## src/rtl/ones_pattern_serializer_if.sv

```systemverilog
// Handshake and data bundle between a pattern requester and ones_pattern_serializer.
// The master issues start/count. The slave returns the serial stream and the parallel word.
interface ones_pattern_serializer_if #(
    parameter int WIDTH = 15,
    parameter int CW    = 4
);
    logic             start;
    logic [CW-1:0]    count;
    logic             busy;
    logic             bit_out;
    logic             bit_valid;
    logic [CW-1:0]    bit_idx;
    logic [WIDTH-1:0] word;
    logic             done;

    modport master (
        output start, count,
        input  busy, bit_out, bit_valid, bit_idx, word, done
    );

    modport slave (
        input  start, count,
        output busy, bit_out, bit_valid, bit_idx, word, done
    );
endinterface

```

## src/rtl/ones_pattern_serializer.sv

```systemverilog
// Regenerates a thermometer-coded word holding `count` ones (packed from bit 0).
// The word is shifted out one bit per clock and also exposed in parallel when done.
module ones_pattern_serializer #(
    parameter int WIDTH = 15,
    parameter int CW    = 4
) (
    input  logic                     clk,
    input  logic                     rst,
    ones_pattern_serializer_if.slave bus
);

    localparam logic [CW-1:0] MAX_N = CW'(WIDTH);
    localparam logic [CW-1:0] LAST  = CW'(WIDTH - 1);

    typedef enum logic [1:0] {
        IDLE,
        SHIFT,
        DONE
    } state_t;

    state_t        state;
    logic [CW-1:0] n;
    logic [CW-1:0] n_next;
    logic [CW-1:0] idx_inc;

    // Counts beyond the word length saturate to an all-ones word.
    assign n_next  = (bus.count > MAX_N) ? MAX_N : bus.count;
    assign idx_inc = bus.bit_idx + 1'b1;

    // NOTE: all state and outputs use non-blocking assignments so every register
    // samples pre-edge values; blocking here would chain bit_idx into bit_out.
    always_ff @(posedge clk or posedge rst) begin
        if (rst) begin
            state         <= IDLE;
            n             <= '0;
            bus.busy      <= 1'b0;
            bus.bit_out   <= 1'b0;
            bus.bit_valid <= 1'b0;
            bus.bit_idx   <= '0;
            bus.word      <= '0;
            bus.done      <= 1'b0;
        end else begin
            bus.done <= 1'b0;
            case (state)
                IDLE, DONE: begin
                    if (bus.start) begin
                        state         <= SHIFT;
                        n             <= n_next;
                        bus.bit_idx   <= '0;
                        bus.word      <= '0;
                        bus.busy      <= 1'b1;
                        bus.bit_valid <= 1'b1;
                        bus.bit_out   <= (n_next != '0);
                    end else begin
                        state <= IDLE;
                    end
                end

                SHIFT: begin
                    bus.word[bus.bit_idx] <= bus.bit_out;
                    if (bus.bit_idx == LAST) begin
                        state         <= DONE;
                        bus.busy      <= 1'b0;
                        bus.bit_valid <= 1'b0;
                        bus.bit_out   <= 1'b0;
                        bus.bit_idx   <= '0;
                        bus.done      <= 1'b1;
                    end else begin
                        bus.bit_idx <= idx_inc;
                        bus.bit_out <= (idx_inc < n);
                    end
                end

                default: begin
                    state         <= IDLE;
                    bus.busy      <= 1'b0;
                    bus.bit_valid <= 1'b0;
                    bus.bit_out   <= 1'b0;
                    bus.bit_idx   <= '0;
                end
            endcase
        end
    end

endmodule

```

## src/flat_wrapper.sv

```systemverilog
// flat-port wrapper written by rule: the top's interface ports become plain ports
module ones_pattern_serializer_flat 
#(
    parameter int WIDTH = 15,
    parameter int CW    = 4
)
  (clk, rst, bus_start, bus_count, bus_busy, bus_bit_out, bus_bit_valid, bus_bit_idx, bus_word, bus_done);
  ones_pattern_serializer_if #(.WIDTH(WIDTH), .CW(CW)) bus_i ();
  input  logic clk;
  input  logic rst;
  input wire logic [$bits(bus_i.start)-1:0] bus_start;
  input wire logic [$bits(bus_i.count)-1:0] bus_count;
  output wire logic [$bits(bus_i.busy)-1:0] bus_busy;
  output wire logic [$bits(bus_i.bit_out)-1:0] bus_bit_out;
  output wire logic [$bits(bus_i.bit_valid)-1:0] bus_bit_valid;
  output wire logic [$bits(bus_i.bit_idx)-1:0] bus_bit_idx;
  output wire logic [$bits(bus_i.word)-1:0] bus_word;
  output wire logic [$bits(bus_i.done)-1:0] bus_done;
  assign bus_i.start = bus_start;
  assign bus_i.count = bus_count;
  assign bus_busy = bus_i.busy;
  assign bus_bit_out = bus_i.bit_out;
  assign bus_bit_valid = bus_i.bit_valid;
  assign bus_bit_idx = bus_i.bit_idx;
  assign bus_word = bus_i.word;
  assign bus_done = bus_i.done;
  ones_pattern_serializer #(.WIDTH(WIDTH), .CW(CW)) u_core (.clk(clk), .rst(rst), .bus(bus_i));
endmodule
```

## config.mk

```make
export PLATFORM = sky130hd
export DESIGN_NAME = ones_pattern_serializer_flat
export DESIGN_NICKNAME = d
export VERILOG_FILES = /design/src/rtl/ones_pattern_serializer_if.sv /design/src/rtl/ones_pattern_serializer.sv /design/src/flat_wrapper.sv
export SDC_FILE = /design/constraint.sdc
export NUM_CORES = 1
export LEC_CHECK = 0
export CAP_MARGIN = 30
export CELL_PAD_IN_SITES_DETAIL_PLACEMENT = 1
export CELL_PAD_IN_SITES_GLOBAL_PLACEMENT = 2
export CORE_ASPECT_RATIO = 2
export CORE_MARGIN = 4
export CORE_UTILIZATION = 32
export CTS_BUF_LIST = sky130_fd_sc_hd__clkbuf_16
export DETAILED_ROUTE_END_ITERATION = 16
export PLACE_DENSITY_LB_ADDON = 0.1
export RECOVER_POWER = 25
export SYNTH_ARGS = -nofsm -noshare
export SYNTH_HDL_FRONTEND = slang
export SYNTH_SLANG_ARGS = --single-unit
export TNS_END_PERCENT = 1
```

## constraint.sdc

```tcl
create_clock -name clk -period 2.1 [get_ports clk]
set_clock_uncertainty 0.15 [all_clocks]
set_input_delay 0.21 -clock clk [delete_from_list [all_inputs] [get_ports clk]]
set_output_delay 0.21 -clock clk [all_outputs]
set_load 0.05 [all_outputs]
```

**Placed cells, one colour a class**

Drawn at 4 px/um.
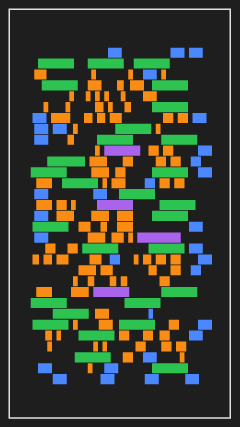
| class | colour | cells | share of their area |
|---|---|---|---|
| registers | green | 28 | 40% |
| remaining logic cells | orange | 92 | 37% |
| clock drivers and dummy loads | purple | 4 | 6.0% |
| remaining buffers and delay cells | blue | 32 | 17% |
Rows: 33
final design utilization: 0.437

**M1 wires**

Drawn at 6 px/um. Supply wires on this layer in grey.
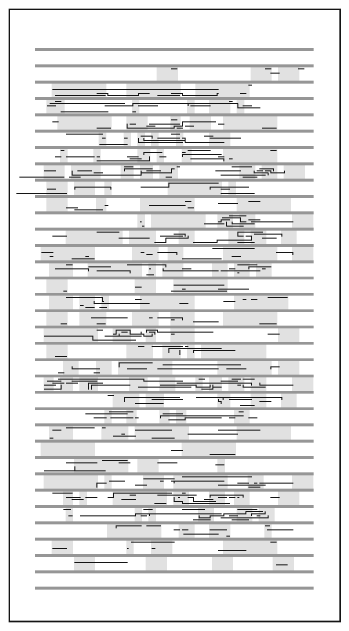
share of all routed wire: 36%
main direction: horizontal
nets with wire on the layer: 137
GR Layer Usage met1: 0.154
detailed-route via count: 1045

**Placed standard cells**

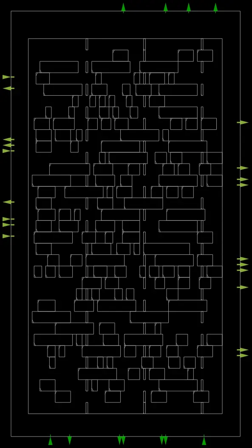
Filler Cell Count: 460
Flop Count: 28
Seq/total area: 0.385
Tap Cells: 52
tally of non-filler cells in the final layout: 208

==> summary.txt <==
Main metrics from the flow reports.

The routability congestion estimate from global placement came out at 0.729. Summing all flip-flop and latch instances after layout gives 702 um2. The worst setup slack for register-to-register paths is between 150 and 200 ps. The registers reported with the highest flop counts are u_core.bus.word (15), u_core.bus.bit_idx (4), u_core.n (4). Endpoints failing hold in the final report were tallied at 0. STA on the placed design reports a worst setup slack of 185 ps. Looking at the critical path, the highest net fanout was 8. The first global-routing pass estimated around 5.7 mm of wire. The via count of the first global-routing pass was ~1200.

Setup repair after global routing left no endpoint under its margin. Final hold analysis gives a worst-case slack of 252 ps. The post-CTS setup-driven buffer insertion count is 0.

Per the synthesis report, the XOR/XNOR share of the synthesized area is 0.0124. The synthesis report gives the async set-or-reset register share as 1.00. The type of the most critical hold path is in2async. The net count of the finished layout came out at roughly 170. The non-clock inverter count in the final layout came out at 9.

The post-route cell area came out at 1820 um2. After routing, the total negative slack on setup checks comes to 0 ps. The layout clock buffer count is 3. The logic area is 613 um2. Counting buffers and inverters, the worst setup path is 6 cells deep. Looking at the area split, the leading class of cells is registers. The post-cts resize count came out at 0. The number of hold-repair buffers added at the cts stage is 0.

More flip-flops sit in one register than any other, and that register is u_core.bus.word. The endpoint identified for the worst register-to-register timing path is u_core.bus.bit_out$_DFFE_PP0N_. The residual antenna-violating net count after detailed routing came out at 0.

The flow ran to the end, and the final reports show no timing, DRC or antenna violations. The number of buffers between clock root and the deepest sink is 2. The number of H-tree levels came out at 1. The adder-cell area share of the yosys netlist is 0.0622. The largest stage delay on the critical path is between 400 and 500 ps. In this run the cell area of the synthesized design comes to 1410 um2. The most frequent cell on the critical path is sky130_fd_sc_hd__ha_1. The count of input and output buffers came out at 29. The number of synthesized register bits came out at 28. The run reported a max-capacitance violation count of 0.

The latest clock arrival within the worst-skew pair came out at 260 ps. Along the critical path, the tally of buffer and inverter instances is 1. According to the floorplan report, the die width is 54.9 um.

The wire length per cell after detailed routing is 16.2 um. The instance area at placement came out at 1730 um2. The data-path buffer share of cell area in the final layout is 0.167.

Among the non-sequential cells, AND-OR/OR-AND gates take the most area. The slowest stage of the critical path is the sky130_fd_sc_hd__dfrtp_2 cell. The number of antenna violations at the first check in global routing is 0. The initial DRC count is 7. The clock buffer and inverter area fraction after layout is 0.0577.

The post-synthesis chip area from yosys is between 1000 and 1500 um2. The pin count of the biggest net entering global routing is 22. The register share after synthesis came out at 0.498. The simple-gate portion of the synthesized area is 0.131. The critical path launch point type is a flip-flop.

The class of the most critical setup path is reg2reg. In this build the clock could be raised as far as 0.526 GHz. Tracing the worst setup path back leads to its startpoint at u_core.bus.bit_idx[0]$_DFFE_PP0N_. The startpoint identified for the worst register-to-register timing path is u_core.bus.bit_idx[0]$_DFFE_PP0N_.

The number of antenna diodes is 0. The share of the synthesized area in the top cell type came out at 0.498. The final timing summary puts the cycle share of the worst path at 0.906. Data arrives at the worst endpoint at 1910 ps. The number of standard cells reported by yosys is 129. The number of nets handed over by synthesis was 143. The HPWL after detailed placement came out at between 2 and 3 mm.

The most used flip-flop cell after synthesis is sky130_fd_sc_hd__dfrtp_1. 30 I/O pins were placed. The count of unique library cells instantiated by Yosys is 33. The cell count after placement is 204. The sort of element at the end of the critical path is a flip-flop. For this run, the detailed router reports a per-instance via density of 5.02. The shortest clock period the worst path allows after layout is around 1900 ps. The detailed-route DRC error count came out at 0.

The average cell area after synthesis came out at 10.9 um2. The share of layout cells above drive strength 1 came out at 0.109. Per the layout report, the design carries 32 non-clock buffers. The final count of pins violating max slew is 0. Yosys reports that the most numerous cell types are 28 x sky130_fd_sc_hd__dfrtp_1, 11 x sky130_fd_sc_hd__nand2_1, 11 x sky130_fd_sc_hd__o211ai_1. The post-synthesis instance total came out at 129.

The most common cell in the synthesized netlist is sky130_fd_sc_hd__dfrtp_1. The tree is rooted in a sky130_fd_sc_hd__clkbuf_16.
**I/O nets highlighted**

Drawn at 4 px/um.
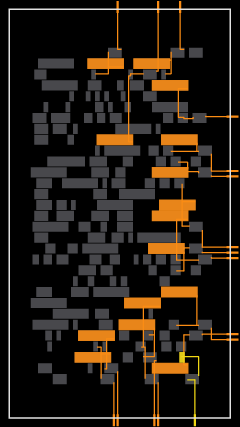
| port | colour | direction | end cells | buffers | wire |
|---|---|---|---|---|---|
| `rst` | yellow | input | 1 | 1 | 19.9 um |
| `bus_word` | orange | output | 15 | 15 | 325 um |

**Cell density map**

Drawn at 4 px/um. The die is cut into 5 by 10 equal tiles; dark blue is low, red is high, 0 to 100% covered.
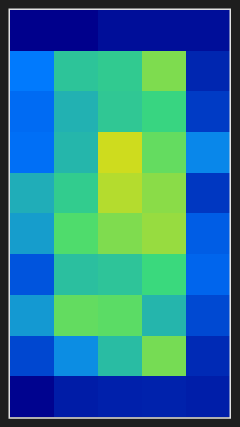
fullest tile: 69%
mean over tiles: 32%
densest ninth of the die: centre
nearly empty tiles: 6.0%

## layout by cell type (no fill, tap or decap), types with 2 or more instances in the layout
cell / netlist / routed
sky130_fd_sc_hd__clkdlybuf4s50_1: 0 / 26
sky130_fd_sc_hd__nand2_1: 11 / 11
sky130_fd_sc_hd__o21ai_0: 2 / 2
sky130_fd_sc_hd__clkbuf_16: 0 / 3
sky130_fd_sc_hd__dfrtp_1: 28 / 27
sky130_fd_sc_hd__nor3_1: 4 / 4
sky130_fd_sc_hd__a22o_1: 2 / 2
sky130_fd_sc_hd__nand3b_2: 2 / 2
sky130_fd_sc_hd__inv_1: 9 / 9
sky130_fd_sc_hd__mux2_2: 3 / 3
sky130_fd_sc_hd__nand2b_1: 2 / 2
sky130_fd_sc_hd__o211ai_1: 11 / 11
sky130_fd_sc_hd__nor2_1: 6 / 6
sky130_fd_sc_hd__mux2i_1: 5 / 5
sky130_fd_sc_hd__buf_4: 2 / 4
sky130_fd_sc_hd__a21oi_1: 2 / 2
sky130_fd_sc_hd__nand3b_1: 2 / 2
sky130_fd_sc_hd__ha_1: 7 / 7
sky130_fd_sc_hd__a31oi_1: 2 / 2
sky130_fd_sc_hd__o31ai_1: 10 / 10
## layer usage
metal	global-route usage	vias up	routed length [um]
li1	-	511	-
met4	0.0562	0	65
met2	0.261	22	1950
met5	0	-	0
met3	0.0250	5	146
met1	0.154	507	1210
